$ cat src/rtl/weave_pkg.sv
// weave_pkg: shared types for the weave row transmitter and any matching
// receiver-side checker.
//   mode_e  - row pattern select (plain / twill / satin / user)
//   state_e - transmitter FSM states
//   rotl8   - 8-bit rotate-left helper used by the row generator
package weave_pkg;

  typedef enum logic [1:0] {
    MODE_PLAIN = 2'b00,
    MODE_TWILL = 2'b01,
    MODE_SATIN = 2'b10,
    MODE_USER  = 2'b11
  } mode_e;

  typedef enum logic [1:0] {
    IDLE   = 2'b00,
    SEND   = 2'b01,
    FINISH = 2'b10
  } state_e;

  function automatic logic [7:0] rotl8(input logic [7:0] v, input logic [2:0] s);
    logic [15:0] w;
    w = {v, v} << s;
    return w[15:8];
  endfunction

endpackage

$ cat src/rtl/weave_row_gen.sv
// weave_row_gen: combinational row-byte generator.
//   mode_i - pattern select
//   base_i - seed row byte
//   r_i    - row index within the burst
//   row_o  - row byte (1 = warp up)
module weave_row_gen
  import weave_pkg::*;
#(
  parameter int unsigned SATIN_STEP = 3
) (
  input  mode_e       mode_i,
  input  logic [7:0]  base_i,
  input  logic [7:0]  r_i,
  output logic [7:0]  row_o
);

  localparam logic [2:0] STEP3 = 3'(SATIN_STEP);

  // Only (r*step) mod 8 matters, so a 3-bit product is exact.
  logic [2:0] satin_shift;
  assign satin_shift = 3'(r_i[2:0] * STEP3);

  always_comb begin
    row_o = 8'h00;
    unique case (mode_i)
      MODE_PLAIN: row_o = r_i[0] ? 8'hAA : 8'h55;
      MODE_TWILL: row_o = rotl8(base_i, r_i[2:0]);
      MODE_SATIN: row_o = rotl8(base_i, satin_shift);
      MODE_USER:  row_o = base_i ^ r_i;
      default:    row_o = 8'h00;
    endcase
  end

endmodule

$ cat src/rtl/weave_row_tx.sv
// weave_row_tx: emits a burst of weave row bytes over a valid/ready stream.
//   clk, rst            - clock, synchronous active-high reset
//   start               - request a burst (honoured in IDLE only)
//   mode, base, count   - burst parameters, captured on accepted start
//                         (count 0 = 256 rows)
//   tx_data/tx_valid/tx_ready/tx_last - registered row stream
//   busy                - burst in progress (SEND or FINISH)
//   done                - one-cycle pulse after the final row handshake
//
// state  | meaning
// IDLE   | waiting for start
// SEND   | presenting rows, advancing on each handshake
// FINISH | one-cycle done pulse, then back to IDLE
module weave_row_tx
  import weave_pkg::*;
#(
  parameter int unsigned SATIN_STEP  = 3,
  parameter int unsigned LATENCY_REG = 1
) (
  input  logic       clk,
  input  logic       rst,
  input  logic       start,
  input  logic [1:0] mode,
  input  logic [7:0] base,
  input  logic [7:0] count,
  output logic [7:0] tx_data,
  output logic       tx_valid,
  input  logic       tx_ready,
  output logic       tx_last,
  output logic       busy,
  output logic       done
);

  if (LATENCY_REG != 1) begin : g_latency_check
    $error("weave_row_tx: only LATENCY_REG = 1 is implemented");
  end

  state_e     state_q, state_d;
  mode_e      mode_q, mode_d;
  logic [7:0] base_q, base_d;
  logic [7:0] count_q, count_d;
  logic [7:0] r_q, r_d;
  logic [7:0] data_q, data_d;
  logic       last_q, last_d;

  mode_e      gen_mode;
  logic [7:0] gen_base;
  logic [7:0] gen_r;
  logic [7:0] gen_row;
  logic [7:0] r_inc;
  logic [7:0] cnt_m1;

  assign r_inc  = r_q + 8'd1;
  assign cnt_m1 = count_q - 8'd1;

  // One generator is shared: in IDLE it sees the incoming parameters at
  // r=0 so row 0 is ready the cycle SEND starts; in SEND it looks one row
  // ahead so the next row is loaded on the handshake edge.
  weave_row_gen #(
    .SATIN_STEP (SATIN_STEP)
  ) u_row_gen (
    .mode_i (gen_mode),
    .base_i (gen_base),
    .r_i    (gen_r),
    .row_o  (gen_row)
  );

  always_comb begin
    state_d  = state_q;
    mode_d   = mode_q;
    base_d   = base_q;
    count_d  = count_q;
    r_d      = r_q;
    data_d   = data_q;
    last_d   = last_q;
    gen_mode = mode_q;
    gen_base = base_q;
    gen_r    = r_inc;

    unique case (state_q)
      IDLE: begin
        gen_mode = mode_e'(mode);
        gen_base = base;
        gen_r    = 8'd0;
        if (start) begin
          state_d = SEND;
          mode_d  = mode_e'(mode);
          base_d  = base;
          count_d = count;
          r_d     = 8'd0;
          data_d  = gen_row;
          last_d  = (count == 8'd1);
        end
      end
      SEND: begin
        if (tx_ready) begin
          r_d = r_inc;
          if (last_q) begin
            state_d = FINISH;
            last_d  = 1'b0;
          end else begin
            data_d = gen_row;
            last_d = (r_inc == cnt_m1);
          end
        end
      end
      FINISH: begin
        state_d = IDLE;
      end
      default: begin
        state_d = IDLE;
      end
    endcase
  end

  always_ff @(posedge clk) begin
    if (rst) begin
      state_q <= IDLE;
      mode_q  <= MODE_PLAIN;
      base_q  <= 8'h00;
      count_q <= 8'h00;
      r_q     <= 8'h00;
      data_q  <= 8'h00;
      last_q  <= 1'b0;
    end else begin
      state_q <= state_d;
      mode_q  <= mode_d;
      base_q  <= base_d;
      count_q <= count_d;
      r_q     <= r_d;
      data_q  <= data_d;
      last_q  <= last_d;
    end
  end

  assign tx_data  = data_q;
  assign tx_last  = last_q;
  assign tx_valid = (state_q == SEND);
  assign busy     = (state_q != IDLE);
  assign done     = (state_q == FINISH);

endmodule

$ cat config.mk
export PLATFORM = sky130hd
export DESIGN_NAME = weave_row_tx
export DESIGN_NICKNAME = d
export VERILOG_FILES = /design/src/rtl/weave_pkg.sv /design/src/rtl/weave_row_gen.sv /design/src/rtl/weave_row_tx.sv
export SDC_FILE = /design/constraint.sdc
export NUM_CORES = 1
export LEC_CHECK = 0
export ABC_AREA = 1
export ABC_CLOCK_PERIOD_IN_PS = 3800
export CORE_UTILIZATION = 59
export DETAILED_ROUTE_END_ITERATION = 10
export PLACE_DENSITY = 0.88
export SETUP_SLACK_MARGIN = 0.15
export SLEW_MARGIN = 5
export SYNTH_ARGS = -nofsm -noshare
export SYNTH_HDL_FRONTEND = slang
export SYNTH_SLANG_ARGS = --single-unit
$ cat constraint.sdc
create_clock -name clk -period 3.8 [get_ports clk]
set_input_delay 0.95 -clock clk [delete_from_list [all_inputs] [get_ports clk]]
set_output_delay 0.95 -clock clk [all_outputs]
set_load 0.02 [all_outputs]
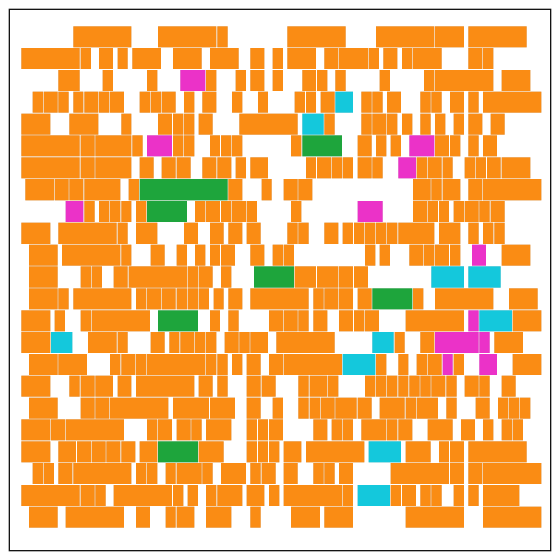
Run 1: sizing map
| color | size | cells |
|---|---|---|
| cyan | drive 3 to 4 | 10 |
| orange | drive 1 or less | 406 |
| magenta | drive 2 | 12 |
| green | drive 6 and up | 7 |
crit path setup slack, layout: 0.822 ns
Synth-to-Final Area Change: 19.1%

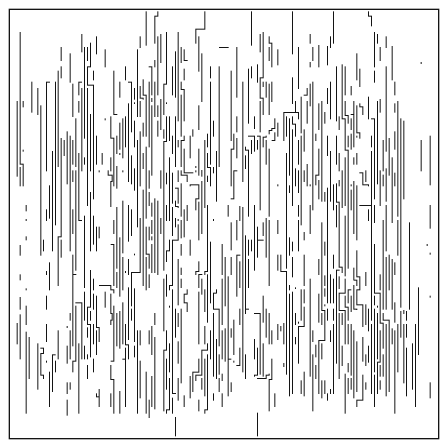
Run 1: the metal 2 layer
main direction: vertical
nets with wire on the layer: 380
share of all routed wire: 46%
met2 usage: 0.563
total wire length after detailed routing: 6.97 mm

==> datasheet_impl.txt, run 1 <==
Summary of implementation characteristics

Parameter                              Value

Synth
  Count of unique library cells instantiated by Yosys .................. 31
  Sequential share of the synthesized area .................. 0.295
  Area fraction in mux cells .................. 0
  Number of enable-type register cells in the synthesized netlist .................. 0
  Largest cells by area after synthesis .................. sky130_fd_sc_hd__dfxtp_1 (29%), sky130_fd_sc_hd__nand2_1 (18%), sky130_fd_sc_hd__nand3_1 (9.2%)
  Simple-gate portion of the synthesized area .................. 0.356
  Synth Area in Adders .................. 0.0299
  Area share of the largest cell type after synthesis .................. 0.295

STA
  Worst Skew .................. 0.0109 ns
  Post-route clock period utilization .................. 0.784
  Unrepaired setup endpoints after global routing .................. no
  Max Freq .................. 336 MHz

Critical path
  Cell with the largest stage delay on the worst path .................. sky130_fd_sc_hd__clkdlybuf4s50_1
  Slack of the worst reg-to-reg path .................. 1.25 ns
  Critical path depth in cells .................. 13
  Worst path cell trace .................. clkdlybuf4s50_1 > or2_2 > o21ai_0 > ha_1 > inv_1 > a21oi_2 > nand3_1 > nand2_1 > nand2_1 > nand3_1 > nand3_1 > nand2_1 > a21oi_2
  Start of the worst register-to-register path .................. state_q[1]$_SDFFE_PP0P_
  Req. time, crit path .................. 3.97 ns
  CP delay by family, top .................. simple AND/OR/NAND/NOR gates
  Worst-case reg-to-reg path depth .................. 14

Floorplan
  Die x size .................. 67.3 µm
  Area of the die .................. 4520 µm²
  Number of ports placed on the die boundary .................. 34
  Vertical die dimension .................. 67.3 µm
  Fp util .................. 0.619

Routing
  WL/cell .................. 14.4 µm
  DRT Pass-1 Iters .................. 5
  Vias post-DR .................. 2781
  DRC violation total after the first TritonRoute iteration .................. 184
  Met1 Wirelength .................. 3.22 mm

Job
  Max-cap violations .................. 0

Worst hold path
  Cell count of the worst hold path .................. 2

Power and ir drop
  Proportion of power drawn by the clock network .................. 0.248
  Power, Total .................. 0.00145 W
  Switching Share .................. 0.397
  Leakage power of the design .................. 1.33 nW

Placement
  Weighted congestion at the end of routability-driven global placement .................. 0.930

Global route
  Vias in the first global route .................. 2511
  Pin count of the biggest net entering global routing .................. 22
  Aggregate global-route resource usage .................. 0.331
  Routing usage on met1 .................. 0.428
  Grt ovf .................. 0

Cells and area
  Share of cells above drive strength 1 .................. 0.0667

Status
  Status .................. complete, no violations
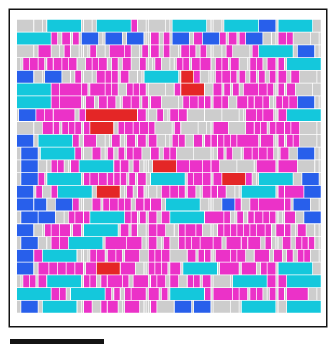
Run 1: placement by cell class
Bar = 20 µm. Fill, decap, tap and diode cells in gray.
| color | class | cells | share of their area |
|---|---|---|---|
| blue | other buffers and delay cells | 35 | 12% |
| cyan | flip-flops | 37 | 25% |
| red | clock drivers and dummy loads | 8 | 4.1% |
| magenta | all other logic | 355 | 59% |
end-of-flow core utilization: 0.737
share of the final layout cell area in sequential cells: 0.248
Post-Layout Inst Area: 2990 µm²
area inside the core boundary: 4060 µm²
standard-cell row count: 23

==> run 1: layout make-up <==
class / instances / area (µm²)
clock buffer: 6 / 82.6
clock inverter: 2 / 37.5
fill: 344 / 1070
inverter: 51 / 195
multi-input combinational: 304 / 1530
sequential: 37 / 741
tap: 50 / 62.6
timing repair buffer: 35 / 345
==> run 1: through the flow <==
stage | std cells | hold WS [ns] | setup slack (ns)
after floorplan | 402 | 0.434 | 1.29
after global placement | 477 | 0.452 | 0.644
after detailed placement | 477 | 0.454 | 0.532
after CTS | 485 | 0.466 | 0.841
after global routing | 485 | 0.499 | 0.550
final | 485 | 0.460 | 0.822
==> run 1: state kept, by name, summed over array words and instances (netlist names) <==
register and flops:
base_q 8, count_q 8, r_q 8, tx_data 8
mode_q 2, state_q 2, tx_last 1
## Run 2: what changed since run 1
--- a/config.mk
+++ b/config.mk
@@ -6,10 +6,10 @@
 export NUM_CORES = 1
 export LEC_CHECK = 0
 export ABC_AREA = 1
-export ABC_CLOCK_PERIOD_IN_PS = 3800
-export CORE_UTILIZATION = 59
+export ABC_CLOCK_PERIOD_IN_PS = 3100
+export CORE_UTILIZATION = 55
 export DETAILED_ROUTE_END_ITERATION = 10
-export PLACE_DENSITY = 0.88
+export PLACE_DENSITY = 0.83
 export SETUP_SLACK_MARGIN = 0.15
 export SLEW_MARGIN = 5
 export SYNTH_ARGS = -nofsm -noshare
==> constraint.sdc (replaced) <==
create_clock -name clk -period 3.1 [get_ports clk]
set_input_delay 0.775 -clock clk [delete_from_list [all_inputs] [get_ports clk]]
set_output_delay 0.775 -clock clk [all_outputs]
set_load 0.02 [all_outputs]
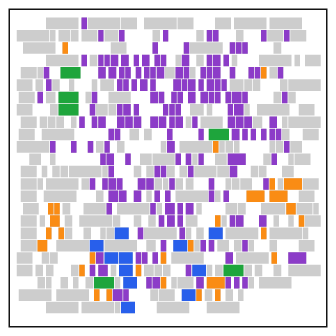
Run 2: gate-type map
| color | family | cells |
|---|---|---|
| purple | NAND gates | 174 |
| blue | XOR/XNOR gates | 11 |
| orange | NOR gates | 29 |
| green | adder and majority cells | 6 |
most instantiated logic cell after routing: sky130_fd_sc_hd__nand2_1
Final Instance Count excl. Fillers: 490
combinational fraction of the cell area: 0.513

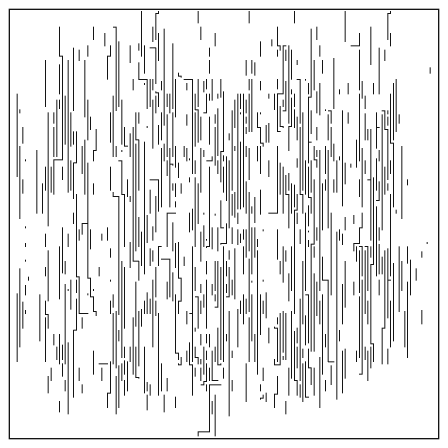
Run 2: the metal 2 layer
wire length on this layer: 2960 µm
longest straight run: 27.2 µm
main direction: vertical
share of all routed wire: 45%
total wire length after detailed routing: 6.58 mm
met2 usage: 0.465

==> run 2 against run 1 <==
Against the previous run: clock power is 7.5% lower; critical endpoint is now tx_data[0]$_SDFFE_PP0P_; global-route usage down 4.1 points; non-clock buffer count up 3.
==> datasheet_impl.txt, run 2 <==
Summary of implementation characteristics

Parameter                              Value

Status
  Status .................. complete, no violations

Critical path
  Req. time, crit path .................. 3.28 ns (-0.69 ns)
  Start of the worst register-to-register path .................. state_q[1]$_SDFFE_PP0P_
  Worst path cell trace .................. clkdlybuf4s50_1 > or2_2 > o21ai_0 > ha_1 > inv_1 > a21oi_2 > nand3_1 > nand2_1 > nand2_1 > nand3_1 > nand2_1 > nand2_1 > a21oi_1
  Worst-case reg-to-reg path depth .................. 14 (unchanged)
  Cell with the largest stage delay on the worst path .................. sky130_fd_sc_hd__clkdlybuf4s50_1

Global route
  Vias in the first global route .................. 2625 (+4.5%)
  Aggregate global-route resource usage .................. 0.291 (-0.0407)
  Grt ovf .................. 0 (unchanged)
  Pin count of the biggest net entering global routing .................. 22 (unchanged)

Placement
  Cell Count Post-Placement .................. 482 (+1.0%)
  Weighted congestion at the end of routability-driven global placement .................. 0.983 (+5.6%)
  DP Worst Slack .................. 0.124 ns (-0.409 ns)

Cells and area
  Flip-flop and latch area .................. 741 µm² (unchanged)
  Final clock-cell share .................. 0.0277 (-0.0124)
  End-of-flow core utilization .................. 0.680 (-0.0578)
  Non-clock buffering overhead in the final layout .................. 0.123 (+0.00804)
  Number of flip-flops and latches .................. 37 (unchanged)
  Synth-to-Final Area Change .................. 18.6%
  Count of plain and timing-repair buffers .................. 38 (+8.6%)
  Cell class ranked first by area .................. multi-input combinational cells
  Share of the final layout cell area in sequential cells .................. 0.249 (+0.00104)
  Multi-input gate count .................. 304 (unchanged)

Floorplan
  Standard-cell row count .................. 24 (+4.3%)
  Inserted tap cell count .................. 52 (+4.0%)
  Area inside the core boundary .................. 4380 µm² (+8.0%)
  Die x size .................. 69.6 µm (+3.5%)
  Vertical die dimension .................. 69.6 µm (+3.5%)

Synth
  Area share of the largest cell type after synthesis .................. 0.295 (unchanged)
  Number of enable-type register cells in the synthesized netlist .................. 0 (unchanged)

Power and ir drop
  Power, Total .................. 0.00167 W (+15%)
  Leakage power of the design .................. 1.33 nW (+0.13%)
  Proportion of power drawn by the clock network .................. 0.200 (-0.048)

STA
  Worst Skew .................. 0.00636 ns (-0.00451 ns)
  Fin Hold WS .................. 0.466 ns (+0.00636 ns)
  Crit path setup slack, layout .................. 0.401 ns (-0.421 ns)
  Max Freq .................. 371 MHz
  Post-route clock period utilization .................. 0.871

Routing
  WL/cell .................. 13.4 µm (-6.5%)
  DRT Pass-1 Iters .................. 4 (-1)
[run 2: kinds of logic after synthesis]
family                   count (synthesis)  share of synthesized area
XOR/XNOR                                11                     0.0383
flip-flops                              37                      0.295
adder cells (fa/ha/maj)                  6                     0.0299
buffers and inverters                   61                     0.0971
AND/OR/NAND/NOR                        204                      0.356
AND-OR/OR-AND                           83                      0.184
[run 2: power groups by stage]
stage	Clock [W]	Combinational [W]	Sequential (W)
after global routing	0.000358	0.000851	0.000583
final	0.000333	0.000758	0.000576
after detailed placement	0	0.000748	0.000585
after global placement	0	0.000738	0.000584
after CTS	0.000337	0.000752	0.000575
after floorplan	0	0.000509	0.000608
## Run 3: what changed since run 2
--- a/config.mk
+++ b/config.mk
@@ -11,7 +11,7 @@
 export DETAILED_ROUTE_END_ITERATION = 10
 export PLACE_DENSITY = 0.83
 export SETUP_SLACK_MARGIN = 0.15
-export SLEW_MARGIN = 5
+export SLEW_MARGIN = 20
 export SYNTH_ARGS = -nofsm -noshare
 export SYNTH_HDL_FRONTEND = slang
 export SYNTH_SLANG_ARGS = --single-unit
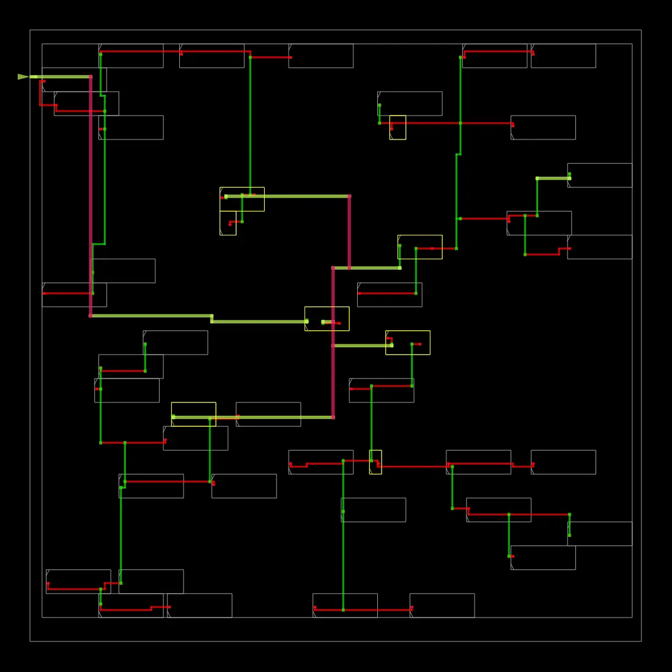
Run 3: clock wiring as the flow saved it
Clock Sinks: 37
number of flip-flops and latches: 37
number of clock buffers inserted by TritonCTS: 5
insertion delay of the later-clocked pin in the worst-skew pair: 0.29 ns

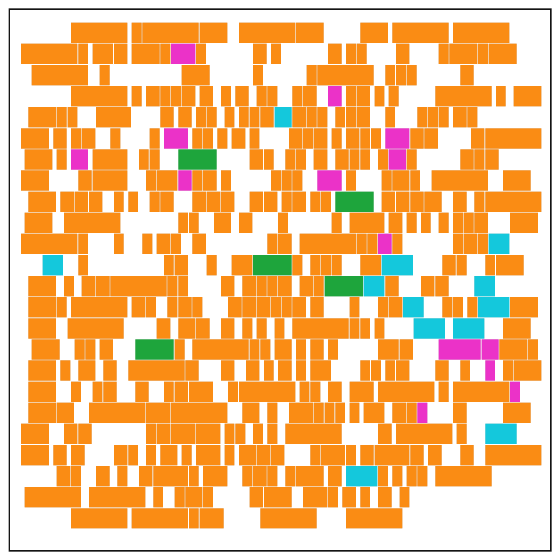
Run 3: sizing map
| color | size | cells |
|---|---|---|
| cyan | drive 3 to 4 | 12 |
| orange | drive 1 or less | 407 |
| green | drive 6 and up | 5 |
| magenta | drive 2 | 14 |
Synth-to-Final Area Change: 18.6%
Post-Layout Inst Area: 2980 µm²
crit path setup slack, layout: 0.401 ns
count of plain and timing-repair buffers: 38

==> run 3 against run 2 <==
Against the previous run: sequential cell count unchanged; largest power group unchanged; sequential power about the same; global-route usage unchanged; routed wire length stayed put; clock power hardly changed; highest routed layer unchanged; combinational power barely moved; worst hold slack unchanged; power unchanged.
==> datasheet_impl.txt, run 3 <==
Summary of implementation characteristics

Parameter                              Value

Status
  Status .................. complete, no violations

Cells and area
  Flip-flop and latch area .................. 741 µm² (unchanged)
  Most instantiated logic cell after routing .................. sky130_fd_sc_hd__nand2_1
  End-of-flow core utilization .................. 0.680 (unchanged)
  Final Instance Count excl. Fillers .................. 490 (unchanged)

Synth
  Area fraction in xor and xnor cells .................. 0.0383 (unchanged)
  Area fraction in mux cells .................. 0 (unchanged)
  AO/OA Area Share .................. 0.184 (unchanged)
  Simple-gate portion of the synthesized area .................. 0.356 (unchanged)
  Synth Area in Adders .................. 0.0299 (unchanged)
  Largest combinational cell category by area .................. simple AND/OR/NAND/NOR gates
  Number of enable-type register cells in the synthesized netlist .................. 0 (unchanged)
  Area share of the largest cell type after synthesis .................. 0.295 (unchanged)

Global route
  Vias in the first global route .................. 2625 (unchanged)
  Grt ovf .................. 0 (unchanged)
  Pin count of the biggest net entering global routing .................. 22 (unchanged)
  Met2 usage .................. 0.465 (unchanged)

Floorplan
  Standard-cell row count .................. 24 (unchanged)
  Die x size .................. 69.6 µm (unchanged)

Power and ir drop
  Power, Total .................. 0.00167 W (unchanged)
  Leakage power of the design .................. 1.33 nW (unchanged)
  Power attributed to sequential cells .................. 0.000576 W (about the same)
  Clock Power .................. 0.000333 W (about the same)
  Biggest power consumer among the groups .................. combinational logic

Routing
  DRT Pass-1 Iters .................. 4 (unchanged)

STA
  Max Freq .................. 371 MHz (unchanged)
  Post-route clock period utilization .................. 0.871 (unchanged)
  Worst Skew .................. 0.00636 ns (unchanged)
  Fin Hold WS .................. 0.466 ns (unchanged)

Critical path
  Start of the worst register-to-register path .................. state_q[1]$_SDFFE_PP0P_
  Worst path cell trace .................. clkdlybuf4s50_1 > or2_2 > o21ai_0 > ha_1 > inv_1 > a21oi_2 > nand3_1 > nand2_1 > nand2_1 > nand3_1 > nand2_1 > nand2_1 > a21oi_1

Placement
  Weighted congestion at the end of routability-driven global placement .................. 0.983 (unchanged)
## run 3: area by class of cell
cell class | instances | area share
Timing Repair Buffer | 38 | 0.123
Sequential cell | 37 | 0.249
Clock inverter | 2 | 0.00336
Tap cell | 52 | 0.0218
Inverter | 51 | 0.0655
Clock buffer | 6 | 0.0244
Multi-Input combinational cell | 304 | 0.513
## run 3: path summary, 6_finish.rpt
check / end / slack (ns)
setup / recovery: tx_data[0]$_SDFFE_PP0P_ / 0.40
hold / removal: tx_data[1]$_SDFFE_PP0P_ / 0.47
setup reg to reg: tx_data[0]$_SDFFE_PP0P_ / 0.65
hold reg to reg: tx_data[1]$_SDFFE_PP0P_ / 0.47
No activity file was given, so power comes from the tool's default toggle rates.
